run_1/layer_met3.png
Bar = 50 um.
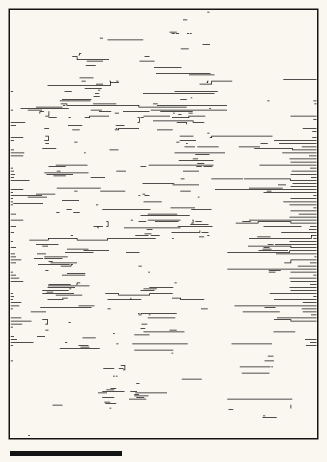
run_1/cell_density.png
The die is cut into 14 by 19 equal tiles; white is low, dark blue is high, 0 to 100% covered.
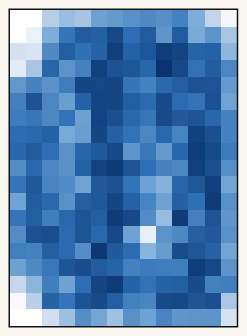
run_1/placement_by_type.png
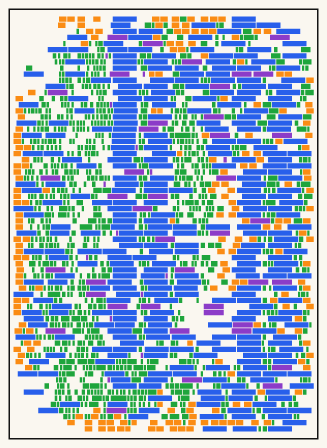
$ cat src/rtl/inst_prefetch_queue_pkg.sv
// Shared types and constants for the instruction prefetch queue.
// State encoding, PC step and the FIFO entry layout.
package inst_prefetch_queue_pkg;

  typedef enum logic [1:0] {
    ST_IDLE    = 2'd0,
    ST_REQ     = 2'd1,
    ST_DISCARD = 2'd2
  } state_t;

  localparam int unsigned WORD_BYTES = 4;
  localparam logic [31:0] PC_INC = 32'(WORD_BYTES);

  typedef struct packed {
    logic [31:0] pc;
    logic [31:0] inst;
  } fetch_entry_t;

  function automatic logic [31:0] align_pc(input logic [31:0] a);
    return {a[31:2], 2'b00};
  endfunction

endpackage

$ cat src/rtl/inst_prefetch_queue_fifo.sv
// DEPTH-entry FIFO of {pc, inst} pairs with synchronous flush.
// Pointers and count reset asynchronously; storage is not reset.
module prefetch_fifo
  import inst_prefetch_queue_pkg::*;
#(
  parameter int unsigned DEPTH = 4,
  localparam int unsigned AW = $clog2(DEPTH),
  localparam int unsigned CW = AW + 1
) (
  input  logic          i_clk,
  input  logic          i_rst,
  input  logic          i_push,
  input  logic          i_pop,
  input  logic          i_flush,
  input  fetch_entry_t  i_data,
  output fetch_entry_t  o_head,
  output logic [CW-1:0] o_count
);

  fetch_entry_t  r_mem [DEPTH];
  logic [AW-1:0] r_wptr;
  logic [AW-1:0] r_rptr;
  logic [CW-1:0] r_count;
  logic          w_do_pop;
  logic          w_do_push;

  assign w_do_pop  = i_pop & (r_count != '0);
  // A full FIFO still accepts a push when the head leaves on the same edge.
  assign w_do_push = i_push &
                     ((r_count != CW'(DEPTH)) | w_do_pop);

  always_ff @(posedge i_clk or posedge i_rst) begin
    if (i_rst) begin
      r_wptr  <= '0;
      r_rptr  <= '0;
      r_count <= '0;
    end else if (i_flush) begin
      r_wptr  <= '0;
      r_rptr  <= '0;
      r_count <= '0;
    end else begin
      if (w_do_push) r_wptr <= r_wptr + 1'b1;
      if (w_do_pop)  r_rptr <= r_rptr + 1'b1;
      r_count <= r_count + CW'(w_do_push) - CW'(w_do_pop);
    end
  end

  always_ff @(posedge i_clk) begin
    if (w_do_push & ~i_flush) r_mem[r_wptr] <= i_data;
  end

  assign o_head  = r_mem[r_rptr];
  assign o_count = r_count;

endmodule

$ cat src/rtl/inst_prefetch_queue.sv
// Fetch front end: owns the fetch PC, issues req/ack reads to imem,
// buffers results and handles redirects by flushing and restarting.
module inst_prefetch_queue
  import inst_prefetch_queue_pkg::*;
#(
  parameter int unsigned DEPTH    = 4,
  parameter logic [31:0] RESET_PC = 32'h0000_0000,
  localparam int unsigned CW = $clog2(DEPTH) + 1
) (
  input  logic          i_clk,
  input  logic          i_rst,
  output logic          o_imem_req,
  output logic [31:0]   o_imem_addr,
  input  logic          i_imem_ack,
  input  logic [31:0]   i_imem_rdata,
  output logic          o_inst_valid,
  output logic [31:0]   o_inst,
  output logic [31:0]   o_inst_pc,
  output logic [31:0]   o_inst_pc4,
  input  logic          i_inst_ready,
  input  logic          i_redirect,
  input  logic [31:0]   i_redirect_pc,
  output logic [CW-1:0] o_count
);

  localparam logic [CW:0] LP_DEPTH = (CW+1)'(DEPTH);

  state_t        r_state;
  logic [31:0]   r_fetch_pc;
  logic [31:0]   r_addr;
  logic          r_req;

  logic          w_ack;
  logic          w_pop;
  logic          w_push;
  logic          w_space;
  logic [CW-1:0] w_count;
  logic [CW:0]   w_cnt_nxt;
  logic [31:0]   w_tgt;
  logic [31:0]   w_pc_inc;
  fetch_entry_t  w_head;
  fetch_entry_t  w_wdata;

  assign w_ack     = r_req & i_imem_ack;
  assign w_pop     = o_inst_valid & i_inst_ready;
  assign w_push    = (r_state == ST_REQ) & w_ack & ~i_redirect;
  assign w_cnt_nxt = {1'b0, w_count} + (CW+1)'(w_push)
                   - (CW+1)'(w_pop);
  assign w_space   = w_cnt_nxt < LP_DEPTH;
  assign w_tgt     = align_pc(i_redirect_pc);
  assign w_pc_inc  = r_fetch_pc + PC_INC;
  assign w_wdata   = '{pc: r_fetch_pc, inst: i_imem_rdata};

  always_ff @(posedge i_clk or posedge i_rst) begin
    if (i_rst) begin
      r_state    <= ST_IDLE;
      r_fetch_pc <= RESET_PC;
      r_addr     <= RESET_PC;
      r_req      <= 1'b0;
    end else if (i_redirect) begin
      r_fetch_pc <= w_tgt;
      // An outstanding request must still see its ack before restarting.
      if (r_req & ~w_ack) begin
        r_state <= ST_DISCARD;
      end else begin
        r_state <= ST_REQ;
        r_req   <= 1'b1;
        r_addr  <= w_tgt;
      end
    end else begin
      unique case (r_state)
        ST_IDLE: begin
          if (w_space) begin
            r_state <= ST_REQ;
            r_req   <= 1'b1;
            r_addr  <= r_fetch_pc;
          end
        end
        ST_REQ: begin
          if (w_ack) begin
            r_fetch_pc <= w_pc_inc;
            if (w_space) begin
              r_addr <= w_pc_inc;
            end else begin
              r_state <= ST_IDLE;
              r_req   <= 1'b0;
            end
          end
        end
        ST_DISCARD: begin
          if (w_ack) begin
            r_state <= ST_REQ;
            r_addr  <= r_fetch_pc;
          end
        end
        default: begin
          r_state <= ST_IDLE;
          r_req   <= 1'b0;
        end
      endcase
    end
  end

  prefetch_fifo #(
    .DEPTH(DEPTH)
  ) u_fifo (
    .i_clk   (i_clk),
    .i_rst   (i_rst),
    .i_push  (w_push),
    .i_pop   (w_pop),
    .i_flush (i_redirect),
    .i_data  (w_wdata),
    .o_head  (w_head),
    .o_count (w_count)
  );

  assign o_imem_req   = r_req;
  assign o_imem_addr  = r_addr;
  assign o_inst_valid = (w_count != '0);
  assign o_inst       = w_head.inst;
  assign o_inst_pc    = w_head.pc;
  assign o_inst_pc4   = w_head.pc + PC_INC;
  assign o_count      = w_count;

endmodule

$ cat config.mk
export PLATFORM = sky130hd
export DESIGN_NAME = inst_prefetch_queue
export DESIGN_NICKNAME = d
export VERILOG_FILES = /design/src/rtl/inst_prefetch_queue_pkg.sv /design/src/rtl/inst_prefetch_queue_fifo.sv /design/src/rtl/inst_prefetch_queue.sv
export SDC_FILE = /design/constraint.sdc
export NUM_CORES = 1
export LEC_CHECK = 0
export ABC_AREA = 1
export CORE_ASPECT_RATIO = 1.4
export CORE_MARGIN = 1
export CORE_UTILIZATION = 60
export CTS_BUF_LIST = sky130_fd_sc_hd__clkbuf_16
export CTS_CLUSTER_SIZE = 10
export DETAILED_ROUTE_END_ITERATION = 6
export PLACE_DENSITY = 0.86
export SETUP_SLACK_MARGIN = 0.5
export SYNTH_ARGS = -nofsm -noshare
export SYNTH_HDL_FRONTEND = slang
export SYNTH_HIERARCHICAL = 1
export SYNTH_SLANG_ARGS = --single-unit
$ cat constraint.sdc
create_clock -name i_clk -period 11.63 [get_ports i_clk]
set_clock_uncertainty 0.05 [all_clocks]
set_input_delay 2.326 -clock i_clk [delete_from_list [all_inputs] [get_ports i_clk]]
set_output_delay 2.326 -clock i_clk [all_outputs]
set_load 0.01 [all_outputs]
==> run_results.csv, run 1 <==
group,metric,value,unit
pwr,seq-power,1.64,mW
cells_and_area,dominant_cells,"flip-flops and latches",
yosys,xor_area_share,2.06,%
yosys,synth.logic.top_family,"simple AND/OR/NAND/NOR gates",
clock_network,root_buffer,"clkbuf_16",
global_route,grt_max_degree,72,
cells_and_area,largest_register,"u_fifo/r_mem",
clock_network,clockBufferDepth,3,
floorplan,io_pins,202,
floorplan,fp-utilization,61.4,%
worst_setup_path,crit_cells,16,
timing,setup_violations,0,
yosys,syn_inst,1442,
placed_design,place_congestion,0.923,
timing,slew_viol_final,0,
worst_setup_path,r2r_cells,7,
clock_network,cts-buffers-inserted,38,
worst_setup_path,rrSetupSlack,7220,ps
yosys,area_leaders,"edfxtp_1 51%, dfrtp_1 12%, nor2_1 6.0%",
timing,holdWs,439,ps
yosys,async_flop_share,21.7,%
yosys,ys.flop_type,"edfxtp_1",
worst_setup_path,start_kind,"flop",
clock_network,cts_tree,"yes",
cells_and_area,area_growth,20.8,%
worst_setup_path,r2r-start,"r_state[0]$_DFFE_PP0P_",
worst_setup_path,endpoint,"o_inst_pc4[24]",
yosys,ys_seq_elements,327,
yosys,synth_top_cell_by_area,"edfxtp_1",
timing,rsz0062_at_grt,"false",
yosys,yosysChipArea,15200,um^2
cells_and_area,seq_area_share,51.5,%
cells_and_area,stdcell_count,1961,
detailed_routing,detail-route-antenna-nets,0,
yosys,common_cells,"256 x edfxtp_1, 245 x nor2_1, 232 x nand2_1",
worst_setup_path,cp_num_buf_inv,4,
cells_and_area,drive_gt1_share,9.30,%
worst_setup_path,required,9250,ps
yosys,yosysWarnings,6,
clock_network,h-tree-depth,2,
min_path,hold_path_class,"reg -> reg",
pwr,pg_comb,826,uW
clock_network,clk_pin_slew,50,ps
floorplan,nWellTaps,315,
placed_design,dp_hpwl,23500,um
pwr,p_switching,1.11,mW
cells_and_area,fin_area,18400,um^2
cells_and_area,final-clk-cell-share,5.88,%
pwr,power-top-group,"registers",
pwr,p_int,2.41,mW
worst_setup_path,path_class,"reg -> out",
clock_network,post-cts-setup-buffer-count,0,
timing,slew-limit-headroom,22.1,%
worst_setup_path,path_max_fanout,69,
pwr,seq_power_share,46.6,%
worst_setup_path,slowest_stage,"buf_4",
worst_setup_path,crit-reg2reg-capture,"u_fifo/r_mem[1][2]$_DFFE_PP_",
cells_and_area,final_common_cell,"edfxtp_1",
floorplan,fp.dieW,137,um
cells_and_area,inv_count,92,
detailed_routing,drt_first_iter_violations,924,
cells_and_area,sh_comb_area,27.2,%
worst_setup_path,cp_common_cell,"nor2_4",
detailed_routing,met1_length,13700,um
detailed_routing,drt-total-wl,37300,um
cells_and_area,clkbuf_count,41,
yosys,most_common_cell,"edfxtp_1",
floorplan,coreArea,24800,um^2
floorplan,rows,68,
cells_and_area,fill_cells,1679,
pwr,leakage,6.98,nW
run,tool_warnings,31,
global_route,grt_overflow,0,
floorplan,die_h,190,um
yosys,synth_area_per_cell,10.5,um^2
min_path,min_to,"o_imem_addr[10]$_DFFE_PP0P_",
yosys,ys_seq_share,62.2,%
worst_setup_path,cpPeakStageDelay,790,ps
global_route,grt_pass1_wl,57100,um
cells_and_area,seq_cells,327,
global_route,grtUsageMet3,4.28,%
global_route,met1_usage,34.5,%
yosys,netlist_area,15200,um^2
pwr,clockPowerShare,29.9,%
cells_and_area,layout.nonclk_buf_share,11.3,%
timing,timing.final.ws_setup,3870,ps
timing,fin_tns_setup,0,ps
detailed_routing,routed-via-count,11600,
global_route,grt_usage,28.8,%
yosys,ys_sh_mux,0,%
pwr,p_total,3.52,mW
yosys,yosysCellCount,1442,
detailed_routing,drc,0,
worst_setup_path,path_delay_family,"buffers and inverters",
detailed_routing,wl_met2,18900,um
yosys,synth-edff-count,256,
cells_and_area,nNonClkBuffers,209,
cells_and_area,final_cell_mix,"256 x edfxtp_1, 241 x nor2_1, 232 x nand2_1",
clock_network,post_cts_resized,0,
yosys,synth_cell_types,47,
run,drv_cap,0,
global_route,grt_pass1_vias,11200,
cells_and_area,final_core_util,74.2,%
floorplan,dieArea,26000,um^2
yosys,simple_gate_share,18.1,%
detailed_routing,top_layer,"met4",
cells_and_area,num-multi-input-gates,963,
worst_setup_path,startpoint,"u_fifo/r_rptr[0]$_DFFE_PP0P_",
clock_network,ctsHoldBuffers,0,
pwr,clock_power,1.05,mW
timing,finalHoldViolCount,0,
cells_and_area,n_antenna_cell,0,
placed_design,io_buffers,199,
worst_setup_path,cp-end-kind,"output pin",
pwr,powerDensity,191,nW/um^2
min_path,hold_depth,2,
outcome,status,"finished, final reports clean",
cells_and_area,combGateArea,5000,um^2
pwr,max-vdd-ir-drop,0.146,mV
placed_design,dp_slack,4250,ps
timing,worstMarginPinSlew,1160,ps
cells_and_area,fin_nets,1711,
worst_setup_path,arrival,5390,ps
clock_network,clk_latency,520,ps
timing,period_needed,7760,ps
yosys,aoi_share,11.4,%
pwr,pwr-share-comb,23.5,%
min_path,min-delay-start,"o_imem_addr[10]$_DFFE_PP0P_",
worst_setup_path,path_cells,"inv_4, buf_4, o21ai_1, o22ai_1, ha_1, nand2_2, nor2_4, nand3_2, nor2_4, inv_2, nor2_4, nand3b_4, nor2_2, nand2_1, nand2_1, clkdlybuf4s50_1",
clock_network,cts_num_sinks,327,
global_route,antenna_found_initial,0,
yosys,synth.top_cell.area_share,50.5,%
timing,period_used_share,66.8,%
detailed_routing,drt_first_pass_iters,5,
yosys,synth-adder-area-share,0.954,%
-- layer_met3.png (at the start) --
main direction: horizontal
wire length on this layer: 3050 um
share of all routed wire: 8.2%
longest straight run: 44.8 um
nets with wire on the layer: 262

-- cell_density.png (at the start) --
tiles over 75% full: 48%
nearly empty tiles: 1.9%
fullest tile: 99%
emptiest ninth of the die: top left
mean over tiles: 69%

-- placement_by_type.png (at the start) --
| class | colour | cells |
|---|---|---|
| combinational and other logic | green | 1055 |
| sequential cells | blue | 327 |
| clock drivers and dummy loads | purple | 55 |
| remaining buffers and delay cells | orange | 209 |

run_1/flops_by_reg.png
Bar = 50 um.
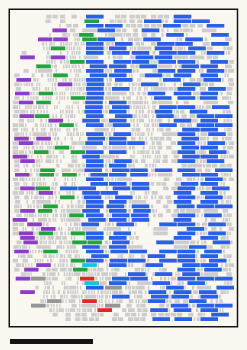

==> run 1 -> run 2 <==
- CORE_UTILIZATION: 60 -> 50
- PLACE_DENSITY: 0.86 -> 0.76
- clock period: 11.63 -> 6.6 ns (I/O delays scaled with it)
run_2/flops_by_reg.png
Bar = 50 um.
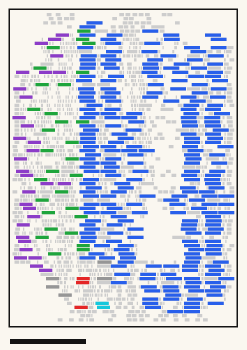
| signal | colour | placed flops |
|---|---|---|
| r_fetch_pc | green | 30 |
| u_fifo/r_wptr | cyan | 2 |
| o_imem_addr | purple | 31 |
| u_fifo/r_mem | blue | 256 |
| u_fifo/o_count | red | 3 |
not coloured: 5

run_2/layer_met3.png
Bar = 50 um.
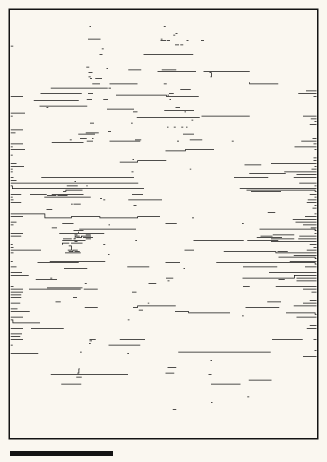
nets with wire on the layer: 207
wire length on this layer: 2390 um
main direction: horizontal

==> run 2 against run 1 <==
  * Critical path depth fell by 3
  * Core utilization fell by 13 points
  * Global-route usage fell by 5.2 points
  * Largest power group unchanged
==> run_results.csv, run 2 <==
group,metric,value,unit
outcome,status,"finished, final reports clean",
cells_and_area,sh_comb_area,27.1,%
pwr,p_int,4.20,mW
yosys,synth_area_per_cell,10.5,um^2
placed_design,dp_hpwl,23200,um
timing,period_needed,5780,ps
worst_setup_path,path_cells,"inv_4, buf_4, nor2_1, o22ai_1, nand2_1, inv_1, nand3_1, nor2_4, inv_2, nor2_4, nand3_1, xor2_1, clkdlybuf4s50_1",
clock_network,post_cts_resized,0,
yosys,ys_seq_elements,327,
yosys,xor_area_share,2.06,%
yosys,ys.flop_type,"edfxtp_1",
detailed_routing,drt-total-wl,36500,um
worst_setup_path,required,5230,ps
yosys,synth.top_cell.area_share,50.5,%
yosys,synth_top_cell_by_area,"edfxtp_1",
yosys,ys_seq_share,62.2,%
global_route,grt_usage,23.6,%
yosys,yosysChipArea,15200,um^2
clock_network,post-cts-setup-buffer-count,0,
timing,worstMarginPinSlew,991,ps
cells_and_area,combGateArea,5000,um^2
detailed_routing,wl_met2,18400,um
global_route,grt_pass1_vias,11100,
detailed_routing,routed-via-count,11300,
clock_network,cts_num_sinks,327,
cells_and_area,final-clk-cell-share,5.62,%
cells_and_area,clkbuf_count,39,
timing,slew_viol_final,0,
pwr,pg_comb,1.45,mW
yosys,yosysCellCount,1442,
cells_and_area,fin_area,18500,um^2
clock_network,root_buffer,"clkbuf_16",
worst_setup_path,cp_num_buf_inv,5,
pwr,seq_power_share,47.2,%
yosys,synth_cell_types,47,
placed_design,dp_slack,1290,ps
detailed_routing,drt_first_pass_iters,5,
cells_and_area,inv_count,92,
yosys,most_common_cell,"edfxtp_1",
worst_setup_path,r2r_cells,18,
pwr,clockPowerShare,29.1,%
pwr,clock_power,1.78,mW
cells_and_area,seq_cells,327,
floorplan,dieArea,31100,um^2
yosys,ys_sh_mux,0,%
timing,fin_tns_setup,0,ps
floorplan,nWellTaps,385,
cells_and_area,seq_area_share,51.3,%
min_path,min-delay-start,"o_imem_addr[10]$_DFFE_PP0P_",
global_route,grt_overflow,0,
worst_setup_path,slowest_stage,"dfrtp_4",
cells_and_area,drive_gt1_share,9.51,%
detailed_routing,top_layer,"met4",
timing,setup_violations,0,
yosys,synth.logic.top_family,"simple AND/OR/NAND/NOR gates",
timing,period_used_share,87.6,%
floorplan,coreArea,29900,um^2
pwr,leakage,6.99,nW
timing,slew-limit-headroom,34.0,%
floorplan,die_h,208,um
clock_network,clk_latency,520,ps
worst_setup_path,arrival,4410,ps
timing,timing.final.ws_setup,815,ps
detailed_routing,detail-route-antenna-nets,0,
cells_and_area,fin_nets,1717,
timing,finalHoldViolCount,0,
yosys,aoi_share,11.4,%
cells_and_area,dominant_cells,"flip-flops and latches",
cells_and_area,area_growth,21.4,%
clock_network,clockBufferDepth,3,
yosys,synth-adder-area-share,0.954,%
cells_and_area,largest_register,"u_fifo/r_mem",
detailed_routing,drc,0,
yosys,area_leaders,"edfxtp_1 51%, dfrtp_1 12%, nor2_1 6.0%",
worst_setup_path,path_class,"reg -> out",
pwr,power-top-group,"registers",
yosys,netlist_area,15200,um^2
worst_setup_path,rrSetupSlack,3330,ps
worst_setup_path,cpPeakStageDelay,690,ps
pwr,pwr-share-comb,23.8,%
worst_setup_path,path_delay_family,"buffers and inverters",
global_route,grt_max_degree,83,
yosys,syn_inst,1442,
timing,rsz0062_at_grt,"false",
min_path,min_to,"o_imem_addr[10]$_DFFE_PP0P_",
cells_and_area,final_cell_mix,"256 x edfxtp_1, 241 x nor2_1, 232 x nand2_1",
cells_and_area,num-multi-input-gates,963,
pwr,seq-power,2.89,mW
yosys,async_flop_share,21.7,%
min_path,hold_depth,2,
clock_network,cts_tree,"yes",
run,tool_warnings,31,
worst_setup_path,crit-reg2reg-capture,"o_imem_addr[10]$_DFFE_PP0P_",
worst_setup_path,endpoint,"o_inst_pc4[18]",
global_route,grtUsageMet3,4.10,%
pwr,p_total,6.12,mW
yosys,common_cells,"256 x edfxtp_1, 245 x nor2_1, 232 x nand2_1",
timing,holdWs,443,ps
run,drv_cap,0,
clock_network,h-tree-depth,2,
run_2/placement.png
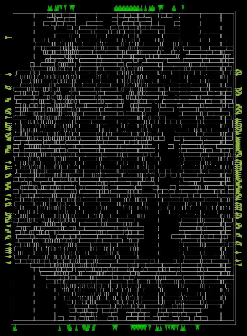
post-route non-filler standard cell count: 2036
final design utilization: 61.7%
# fillers: 2359
row count: 75

run_2/placement_by_type.png
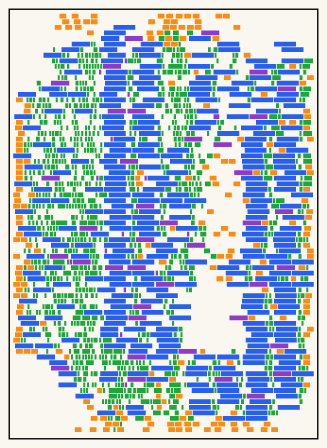

==> run 2 -> run 3 <==
- CAP_MARGIN: default -> 20
- GPL_TIMING_DRIVEN: default -> 0
run_3/placement_by_type.png
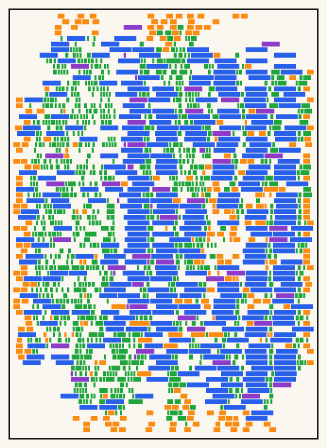
| class | colour | cells |
|---|---|---|
| remaining buffers and delay cells | orange | 274 |
| clock drivers and dummy loads | purple | 51 |
| sequential cells | blue | 327 |
| combinational and other logic | green | 1055 |

run_3/flops_by_reg.png
Bar = 50 um.
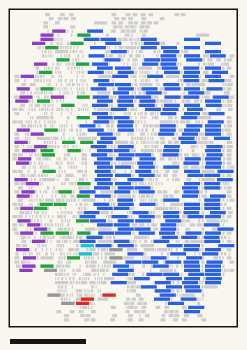
| signal | colour | placed flops |
|---|---|---|
| r_fetch_pc | green | 30 |
| u_fifo/r_wptr | cyan | 2 |
| u_fifo/o_count | red | 3 |
| u_fifo/r_mem | blue | 256 |
| o_imem_addr | purple | 31 |
not coloured: 5

==> run 3 against run 2 <==
  * Register-to-register slack got worse by 110 ps
  * Combinational power increased by 6%
  * Area after synthesis unchanged
  * Largest power group unchanged
  * Maximum frequency increased by 0.60%
==> run_results.csv, run 3 <==
group,metric,value,unit
detailed_routing,detail-route-antenna-nets,0,
yosys,synth_top_cell_by_area,"edfxtp_1",
yosys,syn_inst,1442,
detailed_routing,vias_per_cell,5.60,
timing,slew-limit-headroom,42.6,%
floorplan,fp-utilization,50.8,%
cells_and_area,final_core_util,63.2,%
pwr,p_switching,1.99,mW
worst_setup_path,cp-end-kind,"output pin",
detailed_routing,top_layer,"met4",
timing,timing.final.ws_setup,850,ps
detailed_routing,wl_met3,2890,um
clock_network,root_buffer,"clkbuf_16",
yosys,area_leaders,"edfxtp_1 51%, dfrtp_1 12%, nor2_1 6.0%",
cells_and_area,final-clk-cell-share,5.40,%
floorplan,nWellTaps,385,
yosys,synth.logic.top_family,"simple AND/OR/NAND/NOR gates",
timing,fin_tns_setup,0,ps
cells_and_area,fin_area,18900,um^2
pwr,pg_comb,1.54,mW
detailed_routing,wire_per_inst,19.6,um
pwr,p_sw_share,32.1,%
global_route,grt_use_met2,46.7,%
cells_and_area,final_cell_mix,"256 x edfxtp_1, 241 x nor2_1, 232 x nand2_1",
floorplan,coreArea,29900,um^2
yosys,most_common_cell,"edfxtp_1",
timing,finalHoldViolCount,0,
worst_setup_path,crit_cells,12,
run,tool_warnings,31,
worst_setup_path,path_cells,"clkinv_1, clkbuf_1, o21ai_1, o22ai_1, ha_1, nand2_2, nor2_4, nand3_2, nor3_1, nand3_1, nand2_1, clkdlybuf4s50_1",
clock_network,cts_num_sinks,327,
cells_and_area,layout.nonclk_buf_share,13.7,%
cells_and_area,sh_comb_area,26.4,%
pwr,p_int,4.22,mW
run,drv_cap,0,
yosys,yosysWarnings,6,
worst_setup_path,required,5230,ps
yosys,aoi_share,11.4,%
floorplan,die_h,208,um
timing,worstMarginPinSlew,861,ps
yosys,synth_cell_types,47,
cells_and_area,largest_register,"u_fifo/r_mem",
yosys,synth.top_cell.area_share,50.5,%
detailed_routing,wl_met2,21200,um
worst_setup_path,start_kind,"flop",
floorplan,fp.dieW,149,um
yosys,synth_area_per_cell,10.5,um^2
timing,period_needed,5750,ps
worst_setup_path,arrival,4380,ps
yosys,netlist_area,15200,um^2
timing,period_used_share,87.1,%
outcome,status,"finished, final reports clean",
pwr,max-vdd-ir-drop,0.216,mV
cells_and_area,fin_nets,1776,
yosys,xor_area_share,2.06,%
clock_network,clockBufferDepth,3,
pwr,leakage,7.23,nW
placed_design,dp_slack,1370,ps
global_route,grt_max_degree,65,
global_route,grt_overflow,0,
min_path,min_to,"o_imem_addr[18]$_DFFE_PP0P_",
placed_design,io_buffers,199,
cells_and_area,area_growth,24.5,%
min_path,hold_depth,2,
cells_and_area,largest_reg_flops,256,
detailed_routing,drt-total-wl,41100,um
min_path,min-delay-start,"o_imem_addr[18]$_DFFE_PP0P_",
cells_and_area,inv_count,92,
clock_network,cts-buffers-inserted,38,
clock_network,h-tree-depth,2,
global_route,grt_pass1_wl,63200,um
pwr,p_total,6.21,mW
detailed_routing,met1_length,15100,um
pwr,seq-power,2.89,mW
worst_setup_path,endpoint,"o_inst_pc4[26]",
pwr,pwr-share-comb,24.8,%
yosys,simple_gate_share,18.1,%
cells_and_area,num-multi-input-gates,963,
yosys,ys_seq_share,62.2,%
yosys,async_flop_share,21.7,%
worst_setup_path,rrSetupSlack,3220,ps
clock_network,ctsHoldBuffers,0,
clock_network,post-cts-setup-buffer-count,0,
global_route,met1_usage,31.6,%
placed_design,place_congestion,1.00,
pwr,powerDensity,328,nW/um^2
pwr,seq_power_share,46.5,%
cells_and_area,stdcell_count,2092,
pwr,clock_power,1.78,mW
worst_setup_path,startpoint,"u_fifo/r_rptr[1]$_DFFE_PP0P_",
timing,rsz0062_at_grt,"false",
yosys,yosysChipArea,15200,um^2
worst_setup_path,cp_num_buf_inv,3,
clock_network,post_cts_resized,0,
timing,setup_violations,0,
detailed_routing,routed-via-count,11700,
cells_and_area,n_antenna_cell,0,
detailed_routing,drt_first_pass_iters,5,
detailed_routing,drc,0,
worst_setup_path,path_delay_family,"simple AND/OR/NAND/NOR gates",
yosys,ys_sh_mux,0,%
cells_and_area,dominant_cells,"flip-flops and latches",
cells_and_area,combGateArea,5000,um^2
floorplan,dieArea,31100,um^2
yosys,ys_seq_elements,327,
floorplan,io_pins,202,
floorplan,rows,75,
cells_and_area,fill_cells,2325,
cells_and_area,final_common_cell,"edfxtp_1",
timing,slew_viol_final,0,
timing,fmax,0.174,GHz
placed_design,dp.cells,2041,
yosys,yosysCellCount,1442,
cells_and_area,seq_area_share,50.0,%
timing,holdWs,438,ps
yosys,synth-adder-area-share,0.954,%
yosys,ys.flop_type,"edfxtp_1",
worst_setup_path,path_class,"reg -> out",
global_route,top_usage_layer,"met2",
worst_setup_path,r2r-start,"r_state[0]$_DFFE_PP0P_",
cells_and_area,seq_cells,327,
global_route,grt_usage,26.7,%
yosys,synth-edff-count,256,
cells_and_area,clkbuf_count,38,
placed_design,dp_hpwl,28700,um
pwr,clockPowerShare,28.7,%
clock_network,clk_latency,520,ps
clock_network,cts_tree,"yes",
worst_setup_path,cpPeakStageDelay,680,ps
worst_setup_path,r2r_cells,9,
global_route,grt_pass1_vias,11700,
pwr,power-top-group,"registers",
worst_setup_path,slowest_stage,"nor3_1",
min_path,hold_path_class,"reg -> reg",
clock_network,clk_pin_slew,50,ps
cells_and_area,drive_gt1_share,11.4,%
yosys,common_cells,"256 x edfxtp_1, 245 x nor2_1, 232 x nand2_1",
worst_setup_path,crit-reg2reg-capture,"u_fifo/r_mem[3][9]$_DFFE_PP_",
global_route,grtUsageMet3,3.97,%
run_3/cell_density.png
The die is cut into 15 by 21 equal tiles; white is low, dark blue is high, 0 to 100% covered.
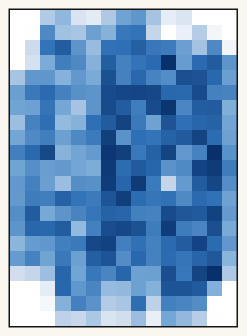
tiles over 75% full: 30%
fullest tile: 100%
mean over tiles: 59%

Power figures rest on the tool's default switching activity, not on a simulated workload.
